**Cell sizes after repair**

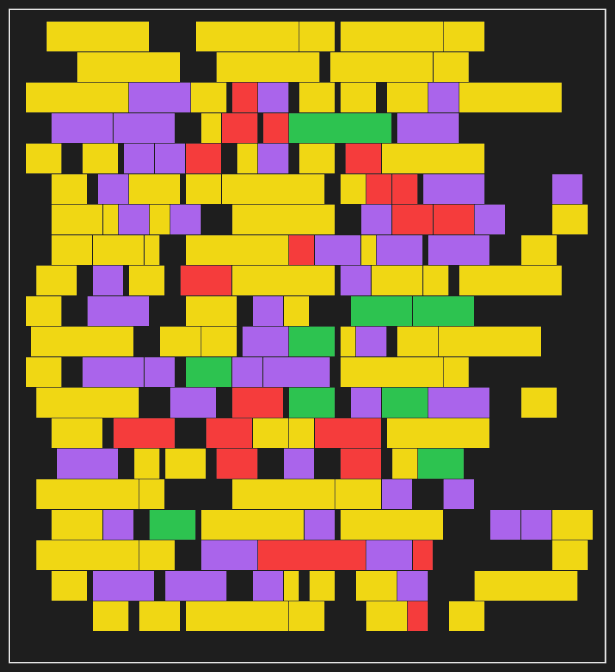
**Placement view**

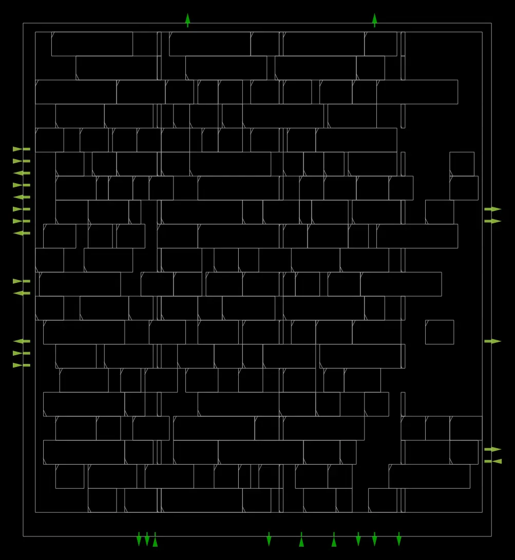
**Clock distribution**

Bar = 20 um.
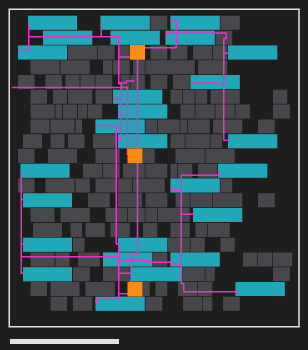
**Sequential cells grouped by signal name**

Bar = 20 um. Other sequential cells in the stronger gray, the rest of the logic in the fainter gray.
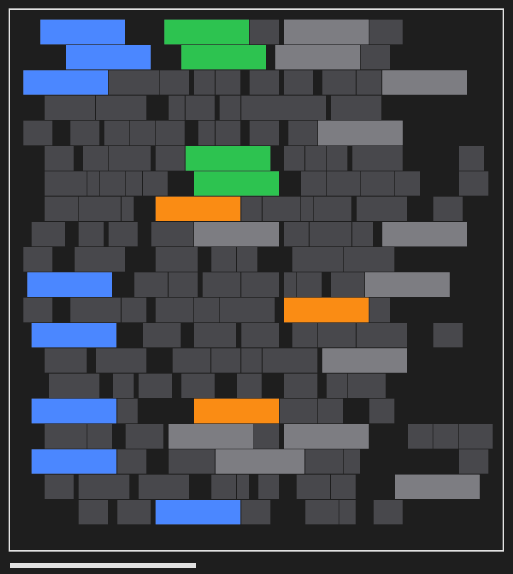
File: src/rtl/sap1_loader.sv
// ---------------------------------------------------------------------------
// sap1_loader
//
// Byte-stream program loader for a SAP-1 style CPU. A frame is:
//     SYNC_BYTE, N, data[0] .. data[N-1] [, checksum]
// Each data byte is written to RAM address 0..N-1. The CPU is held in reset
// until a complete frame has been accepted, then released (DONE). A reload
// pulse in DONE re-arms the loader for a new frame.
//
// Build option:
//     LOADER_CHECKSUM_EN  defined   -> a trailing checksum byte (8-bit sum of
//                                      the data bytes) is expected and checked
//                                      in the CHECK state.
//                         undefined -> no checksum byte; the last data byte
//                                      completes the frame.
//
// Ports:
//     clk        in   system clock, rising edge
//     rst        in   asynchronous reset, active low
//     rx_valid   in   byte offered on rx_data
//     rx_data    in   [7:0] offered byte
//     rx_ready   out  loader accepts a byte (low only in DONE)
//     reload     in   single-cycle pulse, DONE -> SYNC
//     mem_we     out  one-cycle RAM write strobe
//     mem_addr   out  [3:0] RAM write address
//     mem_wdata  out  [7:0] RAM write data
//     cpu_hold   out  keeps the CPU in reset (low only in DONE)
//     done       out  program loaded and accepted
//     err        out  last frame rejected
// ---------------------------------------------------------------------------
module sap1_loader #(
    parameter logic [7:0] SYNC_BYTE = 8'hA5,
    parameter int         MEM_DEPTH = 16
) (
    input  logic       clk,
    input  logic       rst,
    input  logic       rx_valid,
    input  logic [7:0] rx_data,
    output logic       rx_ready,
    input  logic       reload,
    output logic       mem_we,
    output logic [3:0] mem_addr,
    output logic [7:0] mem_wdata,
    output logic       cpu_hold,
    output logic       done,
    output logic       err
);

    localparam logic [7:0] DEPTH_B = MEM_DEPTH[7:0];

    typedef enum logic [2:0] {
        ST_SYNC  = 3'd0,
        ST_COUNT = 3'd1,
        ST_DATA  = 3'd2,
        ST_DONE  = 3'd4,
`ifdef LOADER_CHECKSUM_EN
        ST_ERROR = 3'd5,
        ST_CHECK = 3'd3
`else
        ST_ERROR = 3'd5
`endif
    } state_t;

    state_t      state_r;
    state_t      state_nxt_s;

    logic        acc_s;         // byte transfer on this edge
    logic [3:0]  idx_r;         // address of the next data byte
    logic [3:0]  last_r;        // N-1, index of the final data byte
    logic        mem_we_r;
    logic [3:0]  mem_addr_r;
    logic [7:0]  mem_wdata_r;
    logic        rx_ready_r;
    logic        cpu_hold_r;
    logic        done_r;
    logic        err_r;
    logic        rx_ready_s;
    logic        cpu_hold_s;
    logic        done_s;
    logic        err_s;

`ifdef LOADER_CHECKSUM_EN
    logic [7:0]  sum_r;

    // Running checksum: modulo-256 sum, carry discarded.
    function automatic logic [7:0] csum_add(input logic [7:0] sum, input logic [7:0] b);
        return sum + b;
    endfunction
`endif

    // A count byte is valid when it addresses at least one and at most MEM_DEPTH words.
    function automatic logic count_ok(input logic [7:0] n);
        return (n != 8'd0) && (n <= DEPTH_B);
    endfunction

    assign acc_s     = rx_valid & rx_ready_r;
    assign rx_ready  = rx_ready_r;
    assign mem_we    = mem_we_r;
    assign mem_addr  = mem_addr_r;
    assign mem_wdata = mem_wdata_r;
    assign cpu_hold  = cpu_hold_r;
    assign done      = done_r;
    assign err       = err_r;

    // State register.
    always_ff @(posedge clk or negedge rst) begin
        if (!rst) begin
            state_r <= ST_SYNC;
        end else begin
            state_r <= state_nxt_s;
        end
    end

    // Next-state logic.
    always_comb begin
        state_nxt_s = state_r;
        case (state_r)
            ST_SYNC: begin
                if (acc_s && (rx_data == SYNC_BYTE)) begin
                    state_nxt_s = ST_COUNT;
                end else begin
                    state_nxt_s = ST_SYNC;
                end
            end
            ST_COUNT: begin
                if (acc_s) begin
                    if (count_ok(rx_data)) begin
                        state_nxt_s = ST_DATA;
                    end else begin
                        state_nxt_s = ST_ERROR;
                    end
                end else begin
                    state_nxt_s = ST_COUNT;
                end
            end
            ST_DATA: begin
                // SYNC_BYTE is plain data here; only the index ends the phase.
                if (acc_s && (idx_r == last_r)) begin
`ifdef LOADER_CHECKSUM_EN
                    state_nxt_s = ST_CHECK;
`else
                    state_nxt_s = ST_DONE;
`endif
                end else begin
                    state_nxt_s = ST_DATA;
                end
            end
`ifdef LOADER_CHECKSUM_EN
            ST_CHECK: begin
                if (acc_s) begin
                    if (rx_data == sum_r) begin
                        state_nxt_s = ST_DONE;
                    end else begin
                        state_nxt_s = ST_ERROR;
                    end
                end else begin
                    state_nxt_s = ST_CHECK;
                end
            end
`endif
            ST_DONE: begin
                if (reload) begin
                    state_nxt_s = ST_SYNC;
                end else begin
                    state_nxt_s = ST_DONE;
                end
            end
            ST_ERROR: begin
                if (acc_s && (rx_data == SYNC_BYTE)) begin
                    state_nxt_s = ST_COUNT;
                end else begin
                    state_nxt_s = ST_ERROR;
                end
            end
            default: begin
                state_nxt_s = ST_SYNC;
            end
        endcase
    end

    // Output decode from the next state, so the status outputs can be registered
    // without lagging the state register.
    always_comb begin
        rx_ready_s = 1'b1;
        cpu_hold_s = 1'b1;
        done_s     = 1'b0;
        err_s      = 1'b0;
        case (state_nxt_s)
            ST_DONE: begin
                rx_ready_s = 1'b0;
                cpu_hold_s = 1'b0;
                done_s     = 1'b1;
                err_s      = 1'b0;
            end
            ST_ERROR: begin
                rx_ready_s = 1'b1;
                cpu_hold_s = 1'b1;
                done_s     = 1'b0;
                err_s      = 1'b1;
            end
            default: begin
                rx_ready_s = 1'b1;
                cpu_hold_s = 1'b1;
                done_s     = 1'b0;
                err_s      = 1'b0;
            end
        endcase
    end

    // Status output registers.
    always_ff @(posedge clk or negedge rst) begin
        if (!rst) begin
            rx_ready_r <= 1'b1;
            cpu_hold_r <= 1'b1;
            done_r     <= 1'b0;
            err_r      <= 1'b0;
        end else begin
            rx_ready_r <= rx_ready_s;
            cpu_hold_r <= cpu_hold_s;
            done_r     <= done_s;
            err_r      <= err_s;
        end
    end

    // Frame datapath: index, length, checksum and the RAM write port.
    always_ff @(posedge clk or negedge rst) begin
        if (!rst) begin
            idx_r       <= 4'd0;
            last_r      <= 4'd0;
            mem_we_r    <= 1'b0;
            mem_addr_r  <= 4'd0;
            mem_wdata_r <= 8'd0;
`ifdef LOADER_CHECKSUM_EN
            sum_r       <= 8'd0;
`endif
        end else begin
            mem_we_r <= 1'b0;
            if (acc_s && (state_r == ST_COUNT)) begin
                // N=16 wraps to 0 in four bits, so N-1 still yields 15.
                idx_r  <= 4'd0;
                last_r <= rx_data[3:0] - 4'd1;
`ifdef LOADER_CHECKSUM_EN
                sum_r  <= 8'd0;
`endif
            end else if (acc_s && (state_r == ST_DATA)) begin
                mem_we_r    <= 1'b1;
                mem_addr_r  <= idx_r;
                mem_wdata_r <= rx_data;
`ifdef LOADER_CHECKSUM_EN
                sum_r       <= csum_add(sum_r, rx_data);
`endif
                // Hold at N-1 after the last byte rather than wrapping.
                if (idx_r != last_r) begin
                    idx_r <= idx_r + 4'd1;
                end else begin
                    idx_r <= idx_r;
                end
            end else begin
                idx_r <= idx_r;
            end
        end
    end

endmodule

File: config.mk
export PLATFORM = sky130hd
export DESIGN_NAME = sap1_loader
export DESIGN_NICKNAME = d
export VERILOG_FILES = /design/src/rtl/sap1_loader.sv
export SDC_FILE = /design/constraint.sdc
export NUM_CORES = 1
export LEC_CHECK = 0
export ABC_CLOCK_PERIOD_IN_PS = 1500
export CAP_MARGIN = 30
export CORE_ASPECT_RATIO = 1.1
export CORE_UTILIZATION = 44
export CTS_BUF_LIST = sky130_fd_sc_hd__clkbuf_4 sky130_fd_sc_hd__clkbuf_8 sky130_fd_sc_hd__clkbuf_16
export CTS_CLUSTER_SIZE = 28
export DETAILED_ROUTE_END_ITERATION = 6
export PLACE_DENSITY = 0.74
export SYNTH_ARGS = -nofsm -noshare
export SYNTH_HDL_FRONTEND = slang
export SYNTH_SLANG_ARGS = --single-unit
File: constraint.sdc
create_clock -name clk -period 1.5 [get_ports clk]
set_input_delay 0.3 -clock clk [delete_from_list [all_inputs] [get_ports clk]]
set_output_delay 0.3 -clock clk [all_outputs]
set_load 0.01 [all_outputs]
==> notes.md <==
Observations from the implementation run.

Worst setup path:
- Per STA, the worst path is made up of clkdlybuf4s50_1 > nand4b_1 > or4_4 > a32o_2 > nand2b_4.
- STA classifies the critical path startpoint as an input pin.
- For reference, the critical path is launched at rx_data[5].
- In this run the worst setup path terminates at state_r[2].
- The run puts the endpoint required time on the critical path at about 1.7 ns.
- The run gives the gate family responsible for the most delay along the worst path as simple AND/OR/NAND/NOR gates.
- On the critical path the data arrives at roughly 1.8 ns.
- The run puts the setup slack on the worst flop-to-flop path at -0.08 ns.

Floorplanning:
- The run puts the die span in x at approximately 53 um.
- After floorplanning, the die was sized to cover around 3100 um^2.

Status:
- The checks that failed: setup timing.
- The flow ran to the end, but the final reports show violations.

Pwr:
- IR analysis of the VDD net gives a maximum drop of 578 uV.

Timing:
- Setup total negative slack on the finished layout was measured at -1.00 ns.
- The run gives the number of endpoints failing setup at the final stage as 19.
- Counting pins that exceed their max-slew limit in the final report gives 0.
- In the post-route analysis, the smallest setup slack over all paths is -0.0806 ns.

Yosys:
- The net count after synthesis is approximately 120.
- The average instance in the mapped netlist occupies around 12 um^2.
- In this run the cell area of the synthesized design comes to roughly 1300 um^2.
- Per the post-synthesis report, the number of cells in the design is between 100 and 150.

Place:
- Prior to clock tree synthesis, the placed netlist has a worst setup slack of -0.600 ns.
- The run gives the placement-stage cell area as roughly 1800 um^2.

Clocking:
- The run puts the post-CTS setup buffer count at 6.
- The run puts the depth of the CTS H-tree at 1.
- The run gives the total clock buffers created by CTS as 3.
- The run puts the TritonCTS sink count at 27.
- In this run the clock root is driven by a sky130_fd_sc_hd__clkbuf_4.
- The run gives the later-pin clock latency in the skew report as around 0.33 ns.

Finish:
- The run puts the clock buffer and inverter area fraction after layout at 0.0151.
- The run puts the number of logic gates at ~67.

Route:
- For this sky-water flow run, the detailed-routed wirelength per cell is reported as roughly 15 um.
## Picture notes: 'cell sizes after repair'
Key: purple = drive 3 to 4 [cells 46]; yellow = drive 1 or less [cells 86]; green = drive 6 and up [cells 9]; red = drive 2 [cells 20]
post-route setup slack: -0.0806 ns
Signal buffers: 60
Layout Area Growth over Synthesis: 58.3%

## Picture notes: 'placement view'
fraction of standard cell area that is sequential: 0.339
utilization after layout: 0.725
fill cell count: 205
standard-cell rows: 20

## Picture notes: 'clock distribution'
Key: magenta = clock wires [length 330 um]; orange = cells driving clock nets [count 3]; cyan = flip-flops [count 27]
Position of the flops: spread over the die.

## Picture notes: 'sequential cells grouped by signal name'
Key: green = last_r [sequential cells 4, where north]; blue = mem_wdata [sequential cells 8]; orange = state_r [sequential cells 3]
Another 12 sequential cells are not colored.

==> worst reg2reg max path, cell delays in order (launching register included) <==
cell and delay (ns):
sky130_fd_sc_hd__dfstp_2 0.58, sky130_fd_sc_hd__nand2_4 0.06, sky130_fd_sc_hd__buf_6 0.12, sky130_fd_sc_hd__nor3_4 0.16, sky130_fd_sc_hd__buf_6 0.14, sky130_fd_sc_hd__buf_8 0.12, sky130_fd_sc_hd__mux2_4 0.29
==> where the power goes <==
| part | switching, W | total (W) | internal [W] |
|---|---|---|---|
| combinational | 0.000201 | 0.000445 | 0.000244 |
| clock | 0.000218 | 0.000341 | 0.000123 |
| sequential | 0.0000600 | 0.000860 | 0.000800 |
==> routing by layer <==
metal,GRT usage,wire [um]
met5,0,0
met4,0.0865,73
met3,0.0289,84
met2,0.344,1550
met1,0.247,1180
Power figures rest on the tool's default switching activity, not on a simulated workload.
